--- src/rtl/mgnt_bus_arbiter.sv ---
// Round-robin arbiter sharing the management command/data channel between
// NUM_MST masters. One whole transaction is granted at a time; a watchdog
// aborts a transaction whose endpoint never acknowledges.
module mgnt_bus_arbiter #(
  parameter int NUM_MST   = 2,
  parameter int TIMEOUT   = 1024,
  parameter int ERR_CNT_W = 16
) (
  input  logic                   clk,
  input  logic                   rst,
  input  logic [NUM_MST*8-1:0]   m_req_valid,
  input  logic [NUM_MST-1:0]     m_req_wr,
  input  logic [NUM_MST*8-1:0]   m_req_addr,
  input  logic [NUM_MST*8-1:0]   m_req_data,
  input  logic [NUM_MST-1:0]     m_req_data_valid,
  output logic [NUM_MST-1:0]     m_req_ack,
  output logic [NUM_MST-1:0]     m_req_err,
  output logic [7:0]             m_resp_data,
  output logic [NUM_MST-1:0]     m_resp_data_valid,
  output logic [7:0]             sys_req_valid,
  output logic                   sys_req_wr,
  output logic [7:0]             sys_req_addr,
  output logic [7:0]             sys_req_data,
  output logic                   sys_req_data_valid,
  input  logic                   sys_req_ack,
  input  logic [7:0]             sys_resp_data,
  input  logic                   sys_resp_data_valid,
  output logic                   busy,
  output logic [ERR_CNT_W-1:0]   err_cnt
);

  localparam int GW = (NUM_MST > 1) ? $clog2(NUM_MST) : 1;
  localparam int TW = $clog2(TIMEOUT);

  localparam logic [2:0] S_IDLE = 3'b001;
  localparam logic [2:0] S_BUSY = 3'b010;
  localparam logic [2:0] S_GAP  = 3'b100;

  localparam logic [GW:0]   NM       = (GW+1)'(NUM_MST);
  localparam logic [GW-1:0] LAST_IDX = GW'(NUM_MST - 1);
  localparam logic [TW-1:0] T_LAST   = TW'(TIMEOUT - 1);

  logic [2:0]           state_q, state_d;
  logic [GW-1:0]        gnt_q, gnt_d;
  logic [GW-1:0]        rr_q, rr_d;
  logic [TW-1:0]        timer_q, timer_d;
  logic [ERR_CNT_W-1:0] err_cnt_q, err_cnt_d;

  // Per-master views of the flattened request buses.
  logic [NUM_MST-1:0][7:0] valid_a, addr_a, data_a;
  logic [NUM_MST-1:0]      req;

  assign valid_a = m_req_valid;
  assign addr_a  = m_req_addr;
  assign data_a  = m_req_data;

  // A master requests whenever any target-select bit is set.
  always_comb begin
    req = '0;
    for (int k = 0; k < NUM_MST; k++) req[k] = |valid_a[k];
  end

  // Completion events for the granted master. A dropped request (abort)
  // takes priority and yields no ack; a real ack beats a same-cycle timeout.
  logic in_busy, gnt_req, abort_ev, ack_ev, tmo_ev;

  assign in_busy  = (state_q == S_BUSY);
  assign gnt_req  = req[gnt_q];
  assign abort_ev = in_busy && !gnt_req;
  assign ack_ev   = in_busy && gnt_req && sys_req_ack;
  assign tmo_ev   = in_busy && gnt_req && !sys_req_ack && (timer_q == T_LAST);

  // Next-state: round-robin pick in IDLE, watchdog in BUSY, pointer advance in GAP.
  logic        found;
  logic [GW:0] cand;
  always_comb begin
    state_d   = state_q;
    gnt_d     = gnt_q;
    rr_d      = rr_q;
    timer_d   = timer_q;
    err_cnt_d = err_cnt_q;
    found     = 1'b0;
    cand      = '0;
    case (state_q)
      S_IDLE: begin
        for (int i = 0; i < NUM_MST; i++) begin
          cand = {1'b0, rr_q} + (GW+1)'(i);
          if (cand >= NM) cand = cand - NM;
          if (!found && req[cand[GW-1:0]]) begin
            found = 1'b1;
            gnt_d = cand[GW-1:0];
          end
        end
        if (found) begin
          timer_d = '0;
          state_d = S_BUSY;
        end
      end
      S_BUSY: begin
        timer_d = timer_q + 1'b1;
        if (abort_ev || ack_ev) begin
          state_d = S_GAP;
        end else if (tmo_ev) begin
          state_d = S_GAP;
          if (err_cnt_q != '1) err_cnt_d = err_cnt_q + 1'b1;
        end
      end
      S_GAP: begin
        rr_d    = (gnt_q == LAST_IDX) ? '0 : gnt_q + 1'b1;
        state_d = S_IDLE;
      end
      default: state_d = S_IDLE;
    endcase
  end

  // Output muxing: only BUSY drives the channel; a timeout cycle kills the strobes.
  always_comb begin
    sys_req_valid      = '0;
    sys_req_wr         = 1'b0;
    sys_req_addr       = '0;
    sys_req_data       = '0;
    sys_req_data_valid = 1'b0;
    m_resp_data        = '0;
    m_resp_data_valid  = '0;
    m_req_ack          = '0;
    m_req_err          = '0;
    if (in_busy) begin
      sys_req_valid      = tmo_ev ? 8'h00 : valid_a[gnt_q];
      sys_req_wr         = m_req_wr[gnt_q];
      sys_req_addr       = addr_a[gnt_q];
      sys_req_data       = data_a[gnt_q];
      sys_req_data_valid = tmo_ev ? 1'b0 : m_req_data_valid[gnt_q];
      m_resp_data              = sys_resp_data;
      m_resp_data_valid[gnt_q] = sys_resp_data_valid;
      m_req_ack[gnt_q]         = ack_ev || tmo_ev;
      m_req_err[gnt_q]         = tmo_ev;
    end
  end

  assign busy    = (state_q != S_IDLE);
  assign err_cnt = err_cnt_q;

  // State registers with synchronous reset.
  always_ff @(posedge clk) begin
    if (rst) begin
      state_q   <= S_IDLE;
      gnt_q     <= '0;
      rr_q      <= '0;
      timer_q   <= '0;
      err_cnt_q <= '0;
    end else begin
      state_q   <= state_d;
      gnt_q     <= gnt_d;
      rr_q      <= rr_d;
      timer_q   <= timer_d;
      err_cnt_q <= err_cnt_d;
    end
  end

endmodule
--- config.mk ---
export PLATFORM = sky130hd
export DESIGN_NAME = mgnt_bus_arbiter
export DESIGN_NICKNAME = d
export VERILOG_FILES = /design/src/rtl/mgnt_bus_arbiter.sv
export SDC_FILE = /design/constraint.sdc
export NUM_CORES = 1
export LEC_CHECK = 0
export CORE_ASPECT_RATIO = 0.75
export CORE_UTILIZATION = 38
export DETAILED_ROUTE_END_ITERATION = 10
export HOLD_SLACK_MARGIN = 0.05
export PLACE_DENSITY_LB_ADDON = 0.1
export SYNTH_ARGS = -nofsm -noshare
export SYNTH_HDL_FRONTEND = slang
export SYNTH_SLANG_ARGS = --single-unit
--- constraint.sdc ---
create_clock -name clk -period 2.4 [get_ports clk]
set_input_delay 0.48 -clock clk [delete_from_list [all_inputs] [get_ports clk]]
set_output_delay 0.48 -clock clk [all_outputs]
set_load 0.02 [all_outputs]
run_1/power_grid.png
Pins as bars on the die edge.
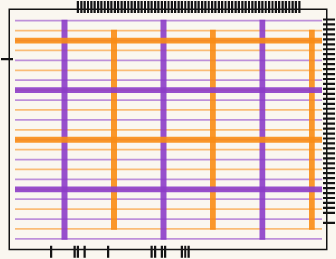
net	color
VSS	purple
VDD	orange
met1 rails	23
met4 straps	6
signal pins	121
rows	22
met5 straps	4
VDD IR max: 0.354 mV
die y size: 65.5 um

run_1/placement_by_type.png
Bar = 20 um.
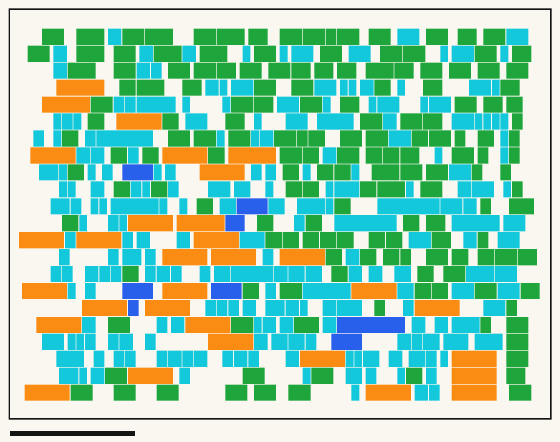
class	color	cells	share of their area
combinational and other logic	cyan	220	40%
remaining buffers and delay cells	green	166	40%
sequential cells	orange	31	17%
clock drivers and dummy loads	blue	8	3.1%
fin area: 3780 um2
final core occ: 75.0%
Site Rows: 22

==> results.py, run 1 <==
# Synthesis and PnR figures
metrics = {
    "clock_network": {
        "hold_buffers": 0,
        "cts_buffer_depth": 2,
        "cts_root_buf": "clkbuf_8",
        "clk_pin_slew_worst_paths_ns": 0.07,
        "cts_tree": "built",
        "clkSinkCount": 31,
        "cts_buffers": 5,
        "htree_levels": 2,
    },
    "place": {
        "io_buffer_count": 120,
        "place_congestion": 0.804,
        "hpwlAfterDp_um": 5450,
        "place_inst": 477,
        "dpl_worst_slack_ns": -0.857,
    },
    "cells_and_area": {
        "syn2layout_area_growth_pct": 84.9,
        "final_cells": 497,
        "nets": 490,
        "drive_gt1_share_pct": 24.0,
        "final_cell_mix": "clkdlybuf4s50_1 (63), buf_4 (49), nor2_1 (43)",
        "lay_top_count": "clkdlybuf4s50_1",
        "num_antenna_cells": 0,
    },
    "logic_synthesis": {
        "ys_cells": 266,
        "fp_nets": 332,
        "ys_types": 34,
        "yosysWarnings": 0,
        "synth.avg_cell_area_um2": 7.68,
        "async_flop_share_pct": 0,
        "postSynthSeqShare_pct": 30.4,
        "ff_type": "dfxtp_1",
        "ys_chip_area_um2": 2040,
        "synth_area_um2": 2040,
        "netlist_instances": 266,
        "synth-edff-count": 0,
        "ys.flops": 31,
    },
    "sta": {
        "setup_viol": 0,
        "finalCritPeriodShare_pct": 98.0,
        "hold_viol": 0,
        "worst_pin_slew_ns": 0.395,
        "min_period_ns": 2.35,
        "fmax_ghz": 0.425,
        "slew_viol_final": 0,
        "relSlewSlack_pct": 73.7,
        "finalWorstSetupSlack_ns": 0.0492,
        "tns_ns": 0,
        "worst_hold_slack_ns": 0.486,
    },
    "drt": {
        "drt_pass1_iterations": 4,
        "route.vias.total": 2592,
        "wire_per_inst_um": 15.4,
        "vias_per_cell": 5.22,
        "wl_um": 7650,
        "drtAntennaViolNets": 0,
        "drc_errors": 0,
        "drt_iter0_drc": 125,
    },
    "worst_setup_path": {
        "cp.buffers_inverters": 2,
        "cp.depth": 5,
        "crit_family": "simple AND/OR/NAND/NOR gates",
        "worstSetupStartpointType": "register",
        "reg2reg_depth": 7,
        "end_kind": "primary output",
        "cp.required_ns": 1.92,
        "crit_chain": "or3b_4 -> a2111oi_4 -> buf_4 -> and2_1 -> buf_2",
        "worstSetupPathType": "reg -> out",
        "crit_fanout": 3,
        "max_stage_delay_ns": 0.43,
        "crit_arrival_ns": 1.87,
        "cp_slowest_cell": "or3b_4",
    },
    "run": {
        "drv_cap": 0,
        "warnings": 27,
    },
    "run_status": {
        "status": "completed",
    },
    "global_route": {
        "use_met2_pct": 44.2,
        "grt_max_degree": 29,
        "grt_pass1_wl_um": 11500,
        "busiest_layer": "met2",
        "grtUsageTotal_pct": 25.9,
        "grt_pass1_vias": 2433,
        "grt_use_met1_pct": 32.5,
        "overflow": 0,
        "antenna_found_initial": 0,
        "use_met3_pct": 6.03,
    },
    "pwr": {
        "combPwrFrac_pct": 27.6,
        "p_int_mw": 1.04,
        "power.switching_mw": 0.404,
        "sequentialPowerShare_pct": 36.7,
        "switching_share_pct": 28.1,
        "leakagePower_nw": 1.65,
        "cellPowerDensity_nw_per_um2": 381,
    },
    "floorplan": {
        "io_pins": 121,
        "design.die.area_um2": 5680,
        "die_w_um": 86.7,
        "fp_util_pct": 40.6,
        "core_um2": 5040,
    },
    "min_path": {
        "hp-class": "reg -> reg",
        "hold_depth": 2,
    },
}
run_1/clk_routes.png
Bar = 20 um.
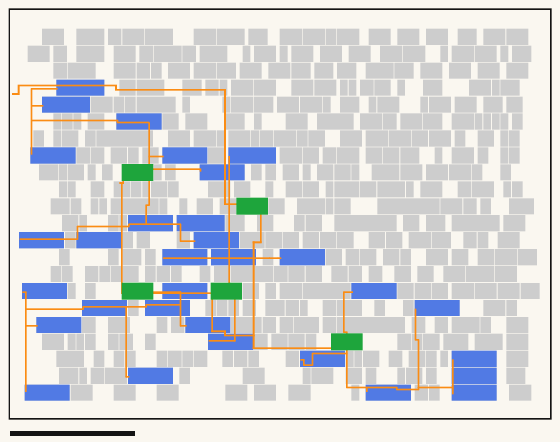
[clock wires] orange | length: 425 um
[flip-flops] blue | count: 31
[clock drivers] green | count: 5
routed clock nets	6
clock share of power: 35.7%
worst skew pair latency: 0.29 ns
Clock group: 0.515 mW
Worst Clk Skew: 0.00771 ns

[run 1: worst paths after layout]
path | from | end | slack [ns]
max | state_q[0] | m_req_err[0] | 0.05
min | timer_q[9] | timer_q[9] | 0.49
min reg2reg | timer_q[9] | timer_q[9] | 0.49
max reg2reg | state_q[0] | err_cnt[13] | 0.08
[run 1: logic make-up (layout without fill, tap and decap cells)]
kind of cell             Yosys count  count (layout)  synth area share [%]
AND-OR/OR-AND                     53              53                  16.5
XOR/XNOR                           1               1                 0.429
adder cells (fa/ha/maj)            2               2                  1.22
buffers and inverters             20             178                  3.80
flip-flops                        31              31                  30.4
multiplexers                      29              29                  14.3
AND/OR/NAND/NOR                  130             131                  33.3
[run 1: sequential cells by signal (all words and copies together) (netlist names)]
register  cells
state_q       3
rr_q          1
timer_q      10
err_cnt      16
gnt_q         1
[run 1: Yosys cell counts, types with 7 or more instances]
cell type / n / share of area [%]
and2_1: 12 / 3.7
a21oi_1: 25 / 6.1
nand4_1: 8 / 2.4
clkbuf_1: 14 / 2.6
mux2i_1: 27 / 13
or3_1: 8 / 2.4
nand2_1: 12 / 2.2
dfxtp_1: 31 / 30
nor4_1: 7 / 2.1
nand3_1: 14 / 3.4
nor2_1: 45 / 8.3
o21ai_0: 14 / 3.4
[run 1: worst register-to-register path: cells and delay by family, from the launching register on]
family	cells	cell delay [ns]
multiplexers	1	0.35
AND-OR/OR-AND	2	0.43
buffers and inverters	2	0.29
AND/OR/NAND/NOR	2	0.80
flip-flops	1	0.33
[run 1: cell type report]
cell class                 count  area (um2)
fill                         402        1260
clock buffer                   5        68.8
tap                           72        90.1
sequential                    31         626
timing repair buffer         166        1460
multi-input combinational    216        1470
clock inverter                 3        43.8
inverter                       4        15.0
[run 1: power by group through the flow]
| stage | clock [mW] | combinational, mW | sequential [mW] |
|---|---|---|---|
| 6_report | 0.515 | 0.397 | 0.529 |
| 5_1_grt | 0.550 | 0.423 | 0.529 |
| 4_1_cts | 0.529 | 0.393 | 0.528 |
| 3_5_place_dp | 0 | 0.401 | 0.539 |
| 3_3_place_gp | 0 | 0.393 | 0.538 |
| 2_1_floorplan | 0 | 0.152 | 0.540 |
[run 1: through the flow]
step                power (mW)  util, %  instance area (um2)
finish                    1.44     75.0                 3780
global route              1.50     75.0                 3780
CTS                       1.45     73.1                 3680
detailed placement       0.940     70.5                 3550
global placement         0.931     70.5                 3550
floorplan                0.692        -                 2060
[run 1: layer usage]
| layer | up-vias | wire length, um |
|---|---|---|
| met5 | - | 0 |
| met4 | 0 | 147 |
| met3 | 17 | 461 |
| met2 | 87 | 3750 |
| met1 | 1206 | 3290 |
| li1 | 1282 | - |
[run 1: what timing repair did]
action / CTS / global route
gates cloned: 1 / 0
buffers inserted: 7 / 4
gates resized: 99 / 45
pin swaps: 15 / 11
setup endpoints to repair: 51 / 33
==> run 2, diff against run 1 <==
--- a/constraint.sdc
+++ b/constraint.sdc
@@ -3,2 +3,2 @@
 set_output_delay 0.48 -clock clk [all_outputs]
-set_load 0.02 [all_outputs]
+set_load 0.01 [all_outputs]
run_2/clocks.png
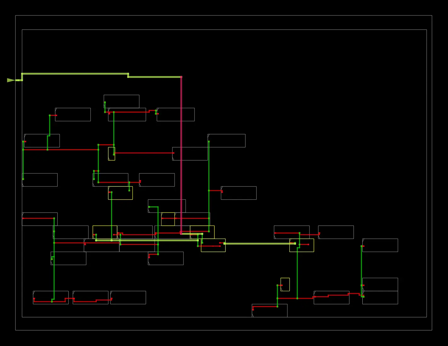
Clock group: 0.399 mW
worst skew pair latency: 0.28 ns
clk sink count: 31
clock buffers: 6

==> results.py, run 2 <==
# Synthesis and PnR figures
metrics = {
    "cells_and_area": {
        "utilization_pct": 75.7,
        "num_antenna_cells": 0,
        "nets": 489,
        "fill_cells": 368,
        "drive_gt1_share_pct": 21.7,
        "largest_register_ffs": 16,
        "final_cell_mix": "clkdlybuf4s50_1 (67), nor2_1 (43), buf_4 (39)",
        "syn2layout_area_growth_pct": 86.7,
        "lay_top_count": "clkdlybuf4s50_1",
    },
    "worst_setup_path": {
        "crit_arrival_ns": 1.95,
        "worstSetupPathType": "in -> out",
        "worstSetupStartpointType": "input pin",
        "end_kind": "primary output",
        "crit_fanout": 3,
        "cp.required_ns": 1.92,
    },
    "logic_synthesis": {
        "synth-simple-area-share_pct": 33.3,
        "yosys-top-cells-count": "nor2_1 (45), dfxtp_1 (31), mux2i_1 (27), a21oi_1 (25)",
        "synth_area_um2": 2040,
        "yosysWarnings": 0,
        "ys_types": 34,
        "top_area_share_pct": 30.4,
        "ys_cells": 266,
        "postSynthSeqShare_pct": 30.4,
        "ys_chip_area_um2": 2040,
        "netlist_instances": 266,
        "ys_sh_aoi_pct": 16.5,
        "most_common_cell": "nor2_1",
        "largest_area_cell": "dfxtp_1",
        "fp_nets": 332,
        "synth-edff-count": 0,
        "async_flop_share_pct": 0,
        "ys_sh_mux_pct": 14.3,
        "synth.avg_cell_area_um2": 7.68,
        "synth_adder_area_share_pct": 1.22,
        "yosys-top-cells-area": "dfxtp_1 (30%), mux2i_1 (13%), nor2_1 (8.3%)",
        "xor_share_pct": 0.429,
        "ys.flops": 31,
        "synth.comb.largest_family": "simple AND/OR/NAND/NOR gates",
        "ff_type": "dfxtp_1",
    },
    "pwr": {
        "power_mw": 1.32,
        "sequentialPowerShare_pct": 40.1,
        "p_int_mw": 0.948,
        "leakagePower_nw": 1.78,
        "peakVddDrop_mv": 0.427,
        "clkPwrFrac_pct": 30.2,
        "cellPowerDensity_nw_per_um2": 346,
        "combPwrFrac_pct": 29.7,
        "switching_share_pct": 28.2,
        "power.switching_mw": 0.372,
    },
    "floorplan": {
        "die_w_um": 86.7,
        "placementRows": 22,
        "dieHeight_um": 65.5,
        "io_pins": 121,
        "fp_util_pct": 40.6,
        "core_um2": 5040,
        "design.die.area_um2": 5680,
    },
    "clock_network": {
        "cts_tree": "built",
        "clk_pin_slew_worst_paths_ns": 0.06,
        "cts_root_buf": "clkbuf_8",
        "htree_levels": 2,
        "cts_buffers": 5,
        "cts_buffer_depth": 2,
    },
    "place": {
        "hpwlAfterDp_um": 5520,
        "place_congestion": 0.792,
        "io_buffer_count": 120,
    },
    "global_route": {
        "overflow": 0,
        "antenna_found_initial": 0,
        "grtUsageTotal_pct": 24.4,
        "grt_pass1_wl_um": 10700,
        "grt_max_degree": 31,
        "grt_pass1_vias": 2161,
    },
    "run": {
        "drv_cap": 0,
        "warnings": 28,
    },
    "min_path": {
        "hp-class": "reg -> reg",
    },
    "drt": {
        "drt_iter0_drc": 106,
        "vias_per_cell": 5.20,
        "wire_per_inst_um": 15.4,
        "drtAntennaViolNets": 0,
        "drc_errors": 0,
        "wl_um": 7640,
        "drt_pass1_iterations": 4,
        "route.vias.total": 2577,
    },
    "sta": {
        "fin_worst_skew_ns": 0.0123,
        "tns_ns": -0.0257,
        "finalCritPeriodShare_pct": 101,
        "rsz0062_at_grt": "true",
        "min_period_ns": 2.43,
        "setup_viol": 1,
        "fmax_ghz": 0.412,
        "worst_pin_slew_ns": 0.349,
        "hold_viol": 0,
        "relSlewSlack_pct": 76.8,
        "finalWorstSetupSlack_ns": -0.0257,
        "slew_viol_final": 0,
    },
    "run_status": {
        "status": "complete, but fails checks",
        "violations": "negative setup slack",
    },
}
[run 2: cell counts after synthesis]
No cell type changed its count.
[run 2: timing repair]
| action | in CTS | in global routing |
|---|---|---|
| setup endpoints to repair | 44 | 48 |
| pin swaps | 14 | 10 |
| gates cloned | 1 | 0 |
| setup buffers | 6 | 5 |
| hold buffers | 0 | 0 |
| resized | 76 | 49 |
[run 2: metal layers]
metal  track usage (%)  wire length (um)  vias up
met1              33.5              3560     1196
met5                 0                 0        -
met4              5.00                75        0
li1                  -                 -     1285
met3              5.90               454        8
met2              38.9              3560       88
[run 2: kinds of logic after synthesis]
family,count (synthesis)
adders and majority gates,2
xor gates and xnor gates,1
and+or+nand+nor,130
muxes,29
AOI/OAI and AO/OA,53
buffers and inverters,20
DFF,31
[run 2: power groups by stage]
stage               logic (mW)  clock network (mW)  registers (mW)
global route             0.417               0.432           0.530
global placement         0.365                   0           0.538
finish                   0.392               0.399           0.530
detailed placement       0.371                   0           0.539
CTS                      0.380               0.405           0.528
floorplan                0.125                   0           0.540
[run 2: area by class of cell]
class                           instances  area, um2  share of cell area [%]
Clock buffer                            6       72.6                    1.90
Tap cell                               72       90.1                    2.36
Inverter                                4       15.0                   0.394
Timing Repair Buffer                  165       1550                    40.6
Multi-Input combinational cell        216       1450                    38.0
Sequential cell                        31        626                    16.4
Clock inverter                          2       12.5                   0.328
[run 2: critical path, cell delays in order]
cell and delay (ns):
dlygate4sd2_1 0.26, nor4_2 0.29, buf_4 0.17, a2111oi_4 0.07
o21ai_2 0.19, nand2_2 0.10, buf_6 0.14, nor2_1 0.10
buf_2 0.14
[run 2: final timing paths]
| path | slack (ns) | start | cells after the start | end |
|---|---|---|---|---|
| max | -0.03 | m_req_valid[6] | 9 | sys_req_data_valid |
| min | 0.48 | timer_q[9] | 2 | timer_q[9] |
| max reg2reg | 0.18 | state_q[1] | 7 | err_cnt[12] |
| min reg2reg | 0.48 | timer_q[9] | 2 | timer_q[9] |
[run 2: through the flow]
step | cells | hold slack [ns] | setup slack (ns) | area, um2
2_1_floorplan | 266 | 0.452 | 0.0626 | 2040
3_3_place_gp | 476 | 0.465 | -0.727 | 3530
3_5_place_dp | 476 | 0.471 | -0.840 | 3530
4_1_cts | 491 | 0.481 | -0.00463 | 3680
5_1_grt | 496 | 0.511 | -0.0981 | 3810
6_report | 496 | 0.478 | -0.0257 | 3810
Power and IR drop assume default switching activity.
